$ cat src/rtl/srio_xfer_scheduler_if.sv
// ---------------------------------------------------------------------------
// srio_xfer_scheduler_if
// Groups the signals between the transfer scheduler, its command source and
// the SRIO initiator core.
//   cmd_*      : command handshake and fields (source -> scheduler)
//   ucfg_*     : initiator configuration and start pulses (scheduler -> core)
//   srio_*     : initiator busy status and doorbell response (core -> scheduler)
//   xfer_*     : completion / error pulses, sched_busy status
// Modports: slave = scheduler side, master = the environment driving it.
// ---------------------------------------------------------------------------
`timescale 1ns/1ps
interface srio_xfer_scheduler_if;
   logic        cmd_valid;
   logic        cmd_ready;
   logic [31:0] cmd_src_addr;
   logic [33:0] cmd_dest_addr;
   logic [15:0] cmd_len;
   logic [7:0]  cmd_dest_id;
   logic [15:0] cmd_db_info;
   logic        cmd_db_en;

   logic [7:0]  ucfg_dest_id;
   logic [31:0] ucfg_src_start_addr;
   logic [33:0] ucfg_dest_start_addr;
   logic [8:0]  ucfg_byte_count;
   logic [15:0] ucfg_db_info;
   logic        ucfg_wr_n;
   logic        ucfg_normal_trigger;
   logic        ucfg_db_trigger;

   logic        srio_initial_busy;
   logic        srio_db_resp;

   logic        xfer_done;
   logic        xfer_err;
   logic        sched_busy;

   modport slave (
      input  cmd_valid, cmd_src_addr, cmd_dest_addr, cmd_len, cmd_dest_id,
             cmd_db_info, cmd_db_en,
      output cmd_ready,
      output ucfg_dest_id, ucfg_src_start_addr, ucfg_dest_start_addr,
             ucfg_byte_count, ucfg_db_info, ucfg_wr_n,
             ucfg_normal_trigger, ucfg_db_trigger,
      input  srio_initial_busy, srio_db_resp,
      output xfer_done, xfer_err, sched_busy
   );

   modport master (
      output cmd_valid, cmd_src_addr, cmd_dest_addr, cmd_len, cmd_dest_id,
             cmd_db_info, cmd_db_en,
      input  cmd_ready,
      input  ucfg_dest_id, ucfg_src_start_addr, ucfg_dest_start_addr,
             ucfg_byte_count, ucfg_db_info, ucfg_wr_n,
             ucfg_normal_trigger, ucfg_db_trigger,
      output srio_initial_busy, srio_db_resp,
      input  xfer_done, xfer_err, sched_busy
   );
endinterface

$ cat src/rtl/srio_xfer_scheduler.sv
// ---------------------------------------------------------------------------
// srio_xfer_scheduler
// Splits a local->remote copy command into SWRITE packets of at most MAX_PKT
// bytes, drives the SRIO initiator for each one, optionally follows up with a
// doorbell and reports completion (xfer_done) or doorbell timeout (xfer_err).
// Ports:
//   sys_clk    : clock
//   sys_rst_n  : asynchronous active-low reset
//   sched_if   : srio_xfer_scheduler_if.slave (command, initiator, status)
// Parameters:
//   MAX_PKT    : max payload bytes per SWRITE packet (power of 2, 8..256)
//   DB_TIMEOUT : cycles to wait in DB_RESP for a doorbell response
// All outputs are registered; output registers are loaded from the
// next-state value so a pulse lines up with the cycle its state is active.
// ---------------------------------------------------------------------------
`timescale 1ns/1ps
module srio_xfer_scheduler #(
   parameter int MAX_PKT    = 256,
   parameter int DB_TIMEOUT = 65535
) (
   input  logic                   sys_clk,
   input  logic                   sys_rst_n,
   srio_xfer_scheduler_if.slave   sched_if
);

   typedef enum logic [3:0] {
      ST_IDLE      = 4'd0,
      ST_SEG_ISSUE = 4'd1,
      ST_SEG_GUARD = 4'd2,
      ST_SEG_WAIT  = 4'd3,
      ST_DB_ISSUE  = 4'd4,
      ST_DB_GUARD  = 4'd5,
      ST_DB_WAIT   = 4'd6,
      ST_DB_RESP   = 4'd7,
      ST_DONE      = 4'd8
   } state_t;

   localparam logic [15:0] MAX_PKT_LEN  = 16'(MAX_PKT);
   localparam logic [31:0] DB_TIMEOUT_C = 32'(DB_TIMEOUT);

   state_t      r_state, w_state_nxt;

   logic [15:0] r_rem_len, w_rem_nxt;
   logic [31:0] r_src_ptr, w_src_nxt;
   logic [33:0] r_dst_ptr, w_dst_nxt;
   logic [15:0] r_chunk;
   logic [15:0] w_chunk_nxt;
   logic [7:0]  r_dest_id, w_dest_id_nxt;
   logic [15:0] r_db_info, w_db_info_nxt;
   logic        r_db_en, w_db_en_nxt;
   logic        r_guard, w_guard_nxt;
   logic        r_db_sticky, w_sticky_nxt;
   logic [31:0] r_db_cnt, w_cnt_nxt;
   logic [31:0] w_cnt_inc;
   logic        w_err_nxt;
   logic [15:0] w_len_clean;

   logic        r_cmd_ready;
   logic        r_sched_busy;
   logic        r_normal_trig;
   logic        r_db_trig;
   logic        r_xfer_done;
   logic        r_xfer_err;
   logic [7:0]  r_ucfg_dest_id;
   logic [31:0] r_ucfg_src;
   logic [33:0] r_ucfg_dst;
   logic [8:0]  r_ucfg_byte_count;
   logic [15:0] r_ucfg_db_info;
   logic        r_ucfg_wr_n;

   // Low three length bits are dropped: transfers are whole 8-byte beats.
   logic w_unused;
   assign w_unused    = &{1'b0, sched_if.cmd_len[2:0]};
   assign w_len_clean = {sched_if.cmd_len[15:3], 3'b000};
   assign w_cnt_inc   = r_db_cnt + 32'd1;

   // Packet size for the next SEG_ISSUE, derived from the post-update length.
   assign w_chunk_nxt = (w_rem_nxt > MAX_PKT_LEN) ? MAX_PKT_LEN : w_rem_nxt;

   // State register.
   always_ff @(posedge sys_clk or negedge sys_rst_n) begin
      if (!sys_rst_n) begin
         r_state <= ST_IDLE;
      end else begin
         r_state <= w_state_nxt;
      end
   end

   // Next-state and datapath-update logic.
   always_comb begin
      w_state_nxt   = r_state;
      w_rem_nxt     = r_rem_len;
      w_src_nxt     = r_src_ptr;
      w_dst_nxt     = r_dst_ptr;
      w_dest_id_nxt = r_dest_id;
      w_db_info_nxt = r_db_info;
      w_db_en_nxt   = r_db_en;
      w_guard_nxt   = 1'b0;
      w_sticky_nxt  = r_db_sticky;
      w_cnt_nxt     = r_db_cnt;
      w_err_nxt     = 1'b0;

      case (r_state)
         ST_IDLE: begin
            if (sched_if.cmd_valid) begin
               w_rem_nxt     = w_len_clean;
               w_src_nxt     = sched_if.cmd_src_addr;
               w_dst_nxt     = sched_if.cmd_dest_addr;
               w_dest_id_nxt = sched_if.cmd_dest_id;
               w_db_info_nxt = sched_if.cmd_db_info;
               w_db_en_nxt   = sched_if.cmd_db_en;
               if (w_len_clean != 16'd0) begin
                  w_state_nxt = ST_SEG_ISSUE;
               end else if (sched_if.cmd_db_en) begin
                  w_state_nxt = ST_DB_ISSUE;
               end else begin
                  w_state_nxt = ST_DONE;
               end
            end else begin
               w_state_nxt = ST_IDLE;
            end
         end
         ST_SEG_ISSUE: begin
            w_state_nxt = ST_SEG_GUARD;
         end
         ST_SEG_GUARD: begin
            // The initiator raises busy a cycle after the trigger, so busy
            // is not trusted for two cycles.
            if (r_guard) begin
               w_state_nxt = ST_SEG_WAIT;
            end else begin
               w_guard_nxt = 1'b1;
            end
         end
         ST_SEG_WAIT: begin
            if (!sched_if.srio_initial_busy) begin
               w_rem_nxt = (r_rem_len > r_chunk) ? (r_rem_len - r_chunk) : 16'd0;
               w_src_nxt = r_src_ptr + {16'd0, r_chunk};
               w_dst_nxt = r_dst_ptr + {18'd0, r_chunk};
               if (w_rem_nxt != 16'd0) begin
                  w_state_nxt = ST_SEG_ISSUE;
               end else if (r_db_en) begin
                  w_state_nxt = ST_DB_ISSUE;
               end else begin
                  w_state_nxt = ST_DONE;
               end
            end else begin
               w_state_nxt = ST_SEG_WAIT;
            end
         end
         ST_DB_ISSUE: begin
            w_sticky_nxt = 1'b0;
            w_state_nxt  = ST_DB_GUARD;
         end
         ST_DB_GUARD: begin
            // A fast response may beat DB_RESP; remember it.
            if (sched_if.srio_db_resp) begin
               w_sticky_nxt = 1'b1;
            end else begin
               w_sticky_nxt = r_db_sticky;
            end
            if (r_guard) begin
               w_state_nxt = ST_DB_WAIT;
            end else begin
               w_guard_nxt = 1'b1;
            end
         end
         ST_DB_WAIT: begin
            if (sched_if.srio_db_resp) begin
               w_sticky_nxt = 1'b1;
            end else begin
               w_sticky_nxt = r_db_sticky;
            end
            if (!sched_if.srio_initial_busy) begin
               w_cnt_nxt   = 32'd0;
               w_state_nxt = ST_DB_RESP;
            end else begin
               w_state_nxt = ST_DB_WAIT;
            end
         end
         ST_DB_RESP: begin
            if (sched_if.srio_db_resp || r_db_sticky) begin
               w_state_nxt = ST_DONE;
            end else if (w_cnt_inc >= DB_TIMEOUT_C) begin
               w_err_nxt   = 1'b1;
               w_state_nxt = ST_IDLE;
            end else begin
               w_cnt_nxt = w_cnt_inc;
            end
         end
         ST_DONE: begin
            w_state_nxt = ST_IDLE;
         end
         default: begin
            w_state_nxt = ST_IDLE;
         end
      endcase
   end

   // Datapath and registered outputs.
   always_ff @(posedge sys_clk or negedge sys_rst_n) begin
      if (!sys_rst_n) begin
         r_rem_len         <= 16'd0;
         r_src_ptr         <= 32'd0;
         r_dst_ptr         <= 34'd0;
         r_chunk           <= 16'd0;
         r_dest_id         <= 8'd0;
         r_db_info         <= 16'd0;
         r_db_en           <= 1'b0;
         r_guard           <= 1'b0;
         r_db_sticky       <= 1'b0;
         r_db_cnt          <= 32'd0;
         r_cmd_ready       <= 1'b1;
         r_sched_busy      <= 1'b0;
         r_normal_trig     <= 1'b0;
         r_db_trig         <= 1'b0;
         r_xfer_done       <= 1'b0;
         r_xfer_err        <= 1'b0;
         r_ucfg_dest_id    <= 8'd0;
         r_ucfg_src        <= 32'd0;
         r_ucfg_dst        <= 34'd0;
         r_ucfg_byte_count <= 9'd0;
         r_ucfg_db_info    <= 16'd0;
         r_ucfg_wr_n       <= 1'b0;
      end else begin
         r_rem_len     <= w_rem_nxt;
         r_src_ptr     <= w_src_nxt;
         r_dst_ptr     <= w_dst_nxt;
         r_dest_id     <= w_dest_id_nxt;
         r_db_info     <= w_db_info_nxt;
         r_db_en       <= w_db_en_nxt;
         r_guard       <= w_guard_nxt;
         r_db_sticky   <= w_sticky_nxt;
         r_db_cnt      <= w_cnt_nxt;
         r_cmd_ready   <= (w_state_nxt == ST_IDLE);
         r_sched_busy  <= (w_state_nxt != ST_IDLE);
         r_normal_trig <= (w_state_nxt == ST_SEG_ISSUE);
         r_db_trig     <= (w_state_nxt == ST_DB_ISSUE);
         r_xfer_done   <= (w_state_nxt == ST_DONE);
         r_xfer_err    <= w_err_nxt;
         // Configuration only changes on entry to an ISSUE state, so it is
         // stable for the whole packet/doorbell.
         if (w_state_nxt == ST_SEG_ISSUE) begin
            r_chunk           <= w_chunk_nxt;
            r_ucfg_byte_count <= w_chunk_nxt[8:0];
            r_ucfg_src        <= w_src_nxt;
            r_ucfg_dst        <= w_dst_nxt;
            r_ucfg_dest_id    <= w_dest_id_nxt;
            r_ucfg_wr_n       <= 1'b0;
         end
         if (w_state_nxt == ST_DB_ISSUE) begin
            r_ucfg_db_info <= w_db_info_nxt;
            r_ucfg_dest_id <= w_dest_id_nxt;
         end
      end
   end

   assign sched_if.cmd_ready            = r_cmd_ready;
   assign sched_if.sched_busy           = r_sched_busy;
   assign sched_if.ucfg_normal_trigger  = r_normal_trig;
   assign sched_if.ucfg_db_trigger      = r_db_trig;
   assign sched_if.xfer_done            = r_xfer_done;
   assign sched_if.xfer_err             = r_xfer_err;
   assign sched_if.ucfg_dest_id         = r_ucfg_dest_id;
   assign sched_if.ucfg_src_start_addr  = r_ucfg_src;
   assign sched_if.ucfg_dest_start_addr = r_ucfg_dst;
   assign sched_if.ucfg_byte_count      = r_ucfg_byte_count;
   assign sched_if.ucfg_db_info         = r_ucfg_db_info;
   assign sched_if.ucfg_wr_n            = r_ucfg_wr_n;

endmodule

$ cat src/flat_wrapper.sv
// flat-port wrapper written by rule: the top's interface ports become plain ports
module srio_xfer_scheduler_flat 
#(
   parameter int MAX_PKT    = 256,
   parameter int DB_TIMEOUT = 65535
)
  (sys_clk, sys_rst_n, sched_if_cmd_valid, sched_if_cmd_src_addr, sched_if_cmd_dest_addr, sched_if_cmd_len, sched_if_cmd_dest_id, sched_if_cmd_db_info, sched_if_cmd_db_en, sched_if_cmd_ready, sched_if_ucfg_dest_id, sched_if_ucfg_src_start_addr, sched_if_ucfg_dest_start_addr, sched_if_ucfg_byte_count, sched_if_ucfg_db_info, sched_if_ucfg_wr_n, sched_if_ucfg_normal_trigger, sched_if_ucfg_db_trigger, sched_if_srio_initial_busy, sched_if_srio_db_resp, sched_if_xfer_done, sched_if_xfer_err, sched_if_sched_busy);
  srio_xfer_scheduler_if sched_if_i ();
  input  logic sys_clk;
  input  logic sys_rst_n;
  input wire logic [$bits(sched_if_i.cmd_valid)-1:0] sched_if_cmd_valid;
  input wire logic [$bits(sched_if_i.cmd_src_addr)-1:0] sched_if_cmd_src_addr;
  input wire logic [$bits(sched_if_i.cmd_dest_addr)-1:0] sched_if_cmd_dest_addr;
  input wire logic [$bits(sched_if_i.cmd_len)-1:0] sched_if_cmd_len;
  input wire logic [$bits(sched_if_i.cmd_dest_id)-1:0] sched_if_cmd_dest_id;
  input wire logic [$bits(sched_if_i.cmd_db_info)-1:0] sched_if_cmd_db_info;
  input wire logic [$bits(sched_if_i.cmd_db_en)-1:0] sched_if_cmd_db_en;
  output wire logic [$bits(sched_if_i.cmd_ready)-1:0] sched_if_cmd_ready;
  output wire logic [$bits(sched_if_i.ucfg_dest_id)-1:0] sched_if_ucfg_dest_id;
  output wire logic [$bits(sched_if_i.ucfg_src_start_addr)-1:0] sched_if_ucfg_src_start_addr;
  output wire logic [$bits(sched_if_i.ucfg_dest_start_addr)-1:0] sched_if_ucfg_dest_start_addr;
  output wire logic [$bits(sched_if_i.ucfg_byte_count)-1:0] sched_if_ucfg_byte_count;
  output wire logic [$bits(sched_if_i.ucfg_db_info)-1:0] sched_if_ucfg_db_info;
  output wire logic [$bits(sched_if_i.ucfg_wr_n)-1:0] sched_if_ucfg_wr_n;
  output wire logic [$bits(sched_if_i.ucfg_normal_trigger)-1:0] sched_if_ucfg_normal_trigger;
  output wire logic [$bits(sched_if_i.ucfg_db_trigger)-1:0] sched_if_ucfg_db_trigger;
  input wire logic [$bits(sched_if_i.srio_initial_busy)-1:0] sched_if_srio_initial_busy;
  input wire logic [$bits(sched_if_i.srio_db_resp)-1:0] sched_if_srio_db_resp;
  output wire logic [$bits(sched_if_i.xfer_done)-1:0] sched_if_xfer_done;
  output wire logic [$bits(sched_if_i.xfer_err)-1:0] sched_if_xfer_err;
  output wire logic [$bits(sched_if_i.sched_busy)-1:0] sched_if_sched_busy;
  assign sched_if_i.cmd_valid = sched_if_cmd_valid;
  assign sched_if_i.cmd_src_addr = sched_if_cmd_src_addr;
  assign sched_if_i.cmd_dest_addr = sched_if_cmd_dest_addr;
  assign sched_if_i.cmd_len = sched_if_cmd_len;
  assign sched_if_i.cmd_dest_id = sched_if_cmd_dest_id;
  assign sched_if_i.cmd_db_info = sched_if_cmd_db_info;
  assign sched_if_i.cmd_db_en = sched_if_cmd_db_en;
  assign sched_if_cmd_ready = sched_if_i.cmd_ready;
  assign sched_if_ucfg_dest_id = sched_if_i.ucfg_dest_id;
  assign sched_if_ucfg_src_start_addr = sched_if_i.ucfg_src_start_addr;
  assign sched_if_ucfg_dest_start_addr = sched_if_i.ucfg_dest_start_addr;
  assign sched_if_ucfg_byte_count = sched_if_i.ucfg_byte_count;
  assign sched_if_ucfg_db_info = sched_if_i.ucfg_db_info;
  assign sched_if_ucfg_wr_n = sched_if_i.ucfg_wr_n;
  assign sched_if_ucfg_normal_trigger = sched_if_i.ucfg_normal_trigger;
  assign sched_if_ucfg_db_trigger = sched_if_i.ucfg_db_trigger;
  assign sched_if_i.srio_initial_busy = sched_if_srio_initial_busy;
  assign sched_if_i.srio_db_resp = sched_if_srio_db_resp;
  assign sched_if_xfer_done = sched_if_i.xfer_done;
  assign sched_if_xfer_err = sched_if_i.xfer_err;
  assign sched_if_sched_busy = sched_if_i.sched_busy;
  srio_xfer_scheduler #(.MAX_PKT(MAX_PKT), .DB_TIMEOUT(DB_TIMEOUT)) u_core (.sys_clk(sys_clk), .sys_rst_n(sys_rst_n), .sched_if(sched_if_i));
endmodule
$ cat config.mk
export PLATFORM = sky130hd
export DESIGN_NAME = srio_xfer_scheduler_flat
export DESIGN_NICKNAME = d
export VERILOG_FILES = /design/src/rtl/srio_xfer_scheduler_if.sv /design/src/rtl/srio_xfer_scheduler.sv /design/src/flat_wrapper.sv
export SDC_FILE = /design/constraint.sdc
export NUM_CORES = 1
export LEC_CHECK = 0
export CELL_PAD_IN_SITES_DETAIL_PLACEMENT = 1
export CELL_PAD_IN_SITES_GLOBAL_PLACEMENT = 1
export CORE_MARGIN = 1
export CORE_UTILIZATION = 47
export CTS_BUF_LIST = sky130_fd_sc_hd__clkbuf_4 sky130_fd_sc_hd__clkbuf_8
export DETAILED_ROUTE_END_ITERATION = 10
export GPL_TIMING_DRIVEN = 0
export MAX_ROUTING_LAYER = met4
export PLACE_DENSITY = 0.93
export SLEW_MARGIN = 10
export SYNTH_ARGS = -nofsm -noshare
export SYNTH_HDL_FRONTEND = slang
export SYNTH_SLANG_ARGS = --single-unit
$ cat constraint.sdc
create_clock -name sys_clk -period 6.4 [get_ports sys_clk]
set_input_delay 1.28 -clock sys_clk [delete_from_list [all_inputs] [get_ports sys_clk]]
set_output_delay 1.28 -clock sys_clk [all_outputs]
set_load 0.02 [all_outputs]
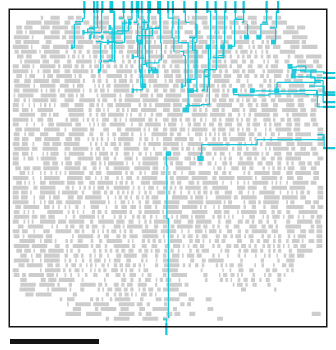
port_nets.png
Scale bar: 50 um.
[cyan] sched_if_cmd_dest_addr | bits: 34 | direction: input | edge: 26 top, 7 right, 1 bottom | end cells: 34 | buffers: 34 | wire: 1500 um
Port Buffer Count: 213
I/O pin cnt: 218

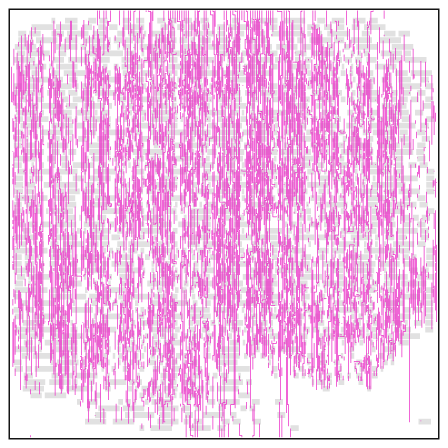
met2.png
main direction: vertical
wire length on this layer: 26.3 mm
share of all routed wire: 49%
met2 Track Usage GR: 59.0%
final wirelength: 53600 um
Vias: 13500

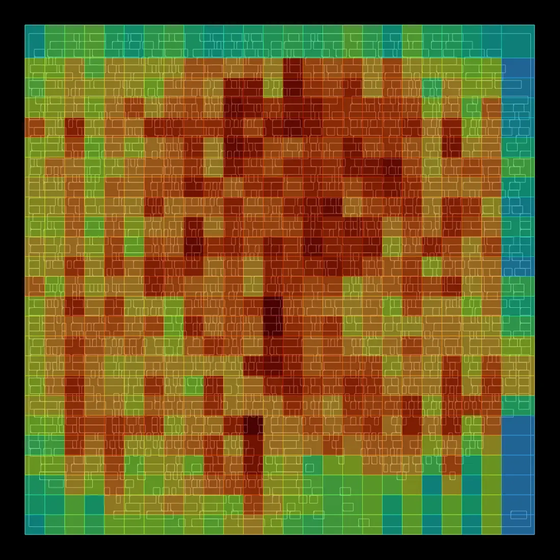
final_congestion.png
Top Usage Layer GRT: met2
Global Route Usage Sum: 35.8%
post-layout util: 60.3%
GR Util met1: 41.9%
met3 usage: 6.96%

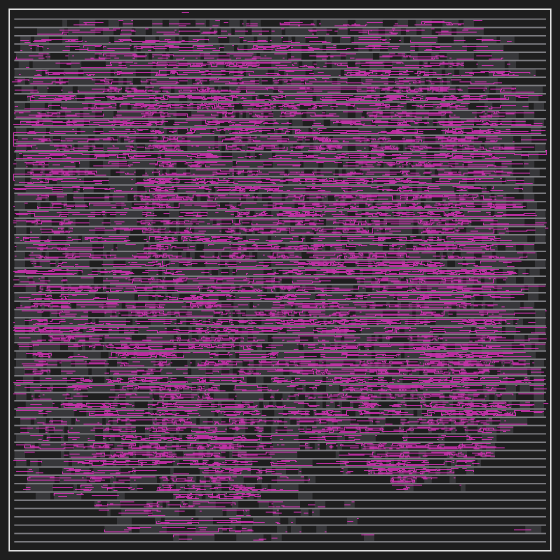
met1.png
Supply wires on this layer in gray.
share of all routed wire: 39%
wire length on this layer: 20.8 mm

==> flow_summary.ini <==
; flow metrics
[floorplanning]
core_um2 = 29900
chip_area_um2 = 31400
rows = 63
die_w_um = 177

[synth]
yosysUniqueCellTypes = 85
syn_area_per_cell_um2 = 9.85
synthFlopType = dfrtp_1
top_cells_by_count = dfrtp_1 (256), nand2_1 (179), o21ai_0 (94), nor2_1 (82), a21oi_1 (61)
top_cells_by_area = dfrtp_1 (44%), nand2_1 (4.7%), mux2_4 (4.4%), ha_1 (4.3%), mux2_2 (3.9%)
top_area_share_pct = 44.5
ys_seq_share_pct = 44.7
top_cell = dfrtp_1
yosys_cells = 1462
ys_ff = 257

[final_layout]
drive_above_1_share_pct = 12.1
fillCellCount = 3284
layout.area.comb_um2 = 7330

[sta]
tightest_slew_ns = 1.25
setup_viol = 0
max_freq_mhz = 202
fin_crit_ns = 4.95
hold_violations = 0
setup_ws_ns = 1.45
relSlewSlack_pct = 16.5

[run_status]
status = finished clean

[pwr]
max-vdd-ir-drop_v = 0.000257

[clocking]
cts_sinks = 257
tritoncts = yes
clk_pin_slew_ns = 0.06
clock_latency_ns = 0.59
hold_buffers = 0
numCtsBuffers = 45
clockBufferDepth = 3

[worst_hold_path]
hold_path.class = reg -> reg

[placement]
placedInstanceArea_um2 = 17100
post-place-ws_ns = 1.20

[job]
tool_warnings = 30

[setup_path]
end_kind = flip-flop
arrival_ns = 5.42
crit_path_max_fanout = 10

[route]
vias_per_cell = 6.30
first_iter_violations = 1099

[grt]
grt_pass1_vias = 14700
==> final timing paths <==
kind	from	end	slack, ns	cells past startpoint
worst max-delay path	sched_if_srio_initial_busy	u_core.r_chunk[8]	1.45	10
worst min-delay path	u_core.r_db_info[11]	u_core.r_db_info[11]	0.47	2
worst max register to register	u_core.sched_if.ucfg_byte_count[0]	u_core.sched_if.ucfg_db_info[15]	1.68	12
worst min register to register	u_core.r_db_info[11]	u_core.r_db_info[11]	0.47	2
max in group asynchronous	sys_rst_n	u_core.r_dst_ptr[32]	4.80	2
min in group asynchronous	sys_rst_n	u_core.r_rem_len[10]	0.66	1
==> layout make-up <==
cell class	instances	area share [%]
Tap cell	390	2.71
Antenna cell	2	0.0278
Buffer	79	2.49
Clock buffer	65	4.51
Clock inverter	14	0.680
Sequential cell	257	35.7
Inverter	52	1.10
Multi-Input combinational cell	1074	40.6
Timing Repair Buffer	215	12.2
==> stage by stage <==
step	instances	TNS, ns
detailed placement	2067	0
global route	2148	0
finish	2148	0
CTS	2146	0
floorplan	1462	0
global placement	2065	-1804.72
==> report_power, final <==
part / total [mW] / leakage, nW / internal, mW / switching [mW]
combinational: 5.26 / 4.22 / 2.24 / 3.02
sequential: 2.73 / 3.30 / 2.26 / 0.476
clock: 1.61 / 0.501 / 0.867 / 0.746
total: 9.60 / 8.02 / 5.36 / 4.24
==> sequential cells by signal, indices dropped and copies added (netlist names), 16 cells and up <==
signal,count
u_core.sched_if.ucfg_src_start_addr,32
u_core.r_src_ptr,32
u_core.sched_if.ucfg_dest_start_addr,34
u_core.r_rem_len,16
u_core.r_dst_ptr,34
u_core.r_db_info,16
u_core.r_db_cnt,32
u_core.sched_if.ucfg_db_info,16
==> kinds of logic after synthesis <==
group | synth area share, %
muxes | 8.49
xor gates and xnor gates | 2.31
DFF | 44.7
buffers and inverters | 4.49
and+or+nand+nor | 17.2
other | 0.0260
adders and majority gates | 4.76
AOI/OAI and AO/OA | 18.1
==> placed cells by master, fill, tap and decap left out, types with 10 or more instances in the layout <==
cell             count
nor2b_1             18
nor3_1              42
clkbuf_4            13
and2_1              25
clkbuf_8            52
o21a_1              18
ha_1                50
nand2_1            179
and3_1              16
o31ai_1             17
clkbuf_1            46
o211ai_1            19
or3_1               15
dfrtp_1            256
inv_1               51
nor4_1              10
a21o_1              29
mux2_2              50
xnor2_1             17
buf_4               12
a31oi_1             13
clkdlybuf4s50_1    212
nand3_1             54
buf_1               10
nand4_1             17
xor2_1              21
a22oi_1             38
nor2_1              82
mux2_4              42
a221o_1             10
a21oi_1             61
o21ai_0             94
nand2b_1            13
==> metal layers <==
metal / vias to the layer above / track usage, % / share of wire [%]
met3: 208 / 6.96 / 7.2
met1: 6801 / 41.9 / 39
li1: 5866 / - / -
met5: - / - / 0
met4: 0 / 17.2 / 4.9
met2: 650 / 59.0 / 49
==> worst max-delay path, cell delays in order <==
cell	delay [ns]
clkdlybuf4s50_1	0.51
clkbuf_1	0.29
nor2_1	0.99
nor2_1	0.23
clkbuf_1	0.34
a222oi_1	0.50
o211ai_1	0.20
nor4_1	0.25
nand3_1	0.40
mux2_4	0.41
Power and IR drop assume default switching activity.
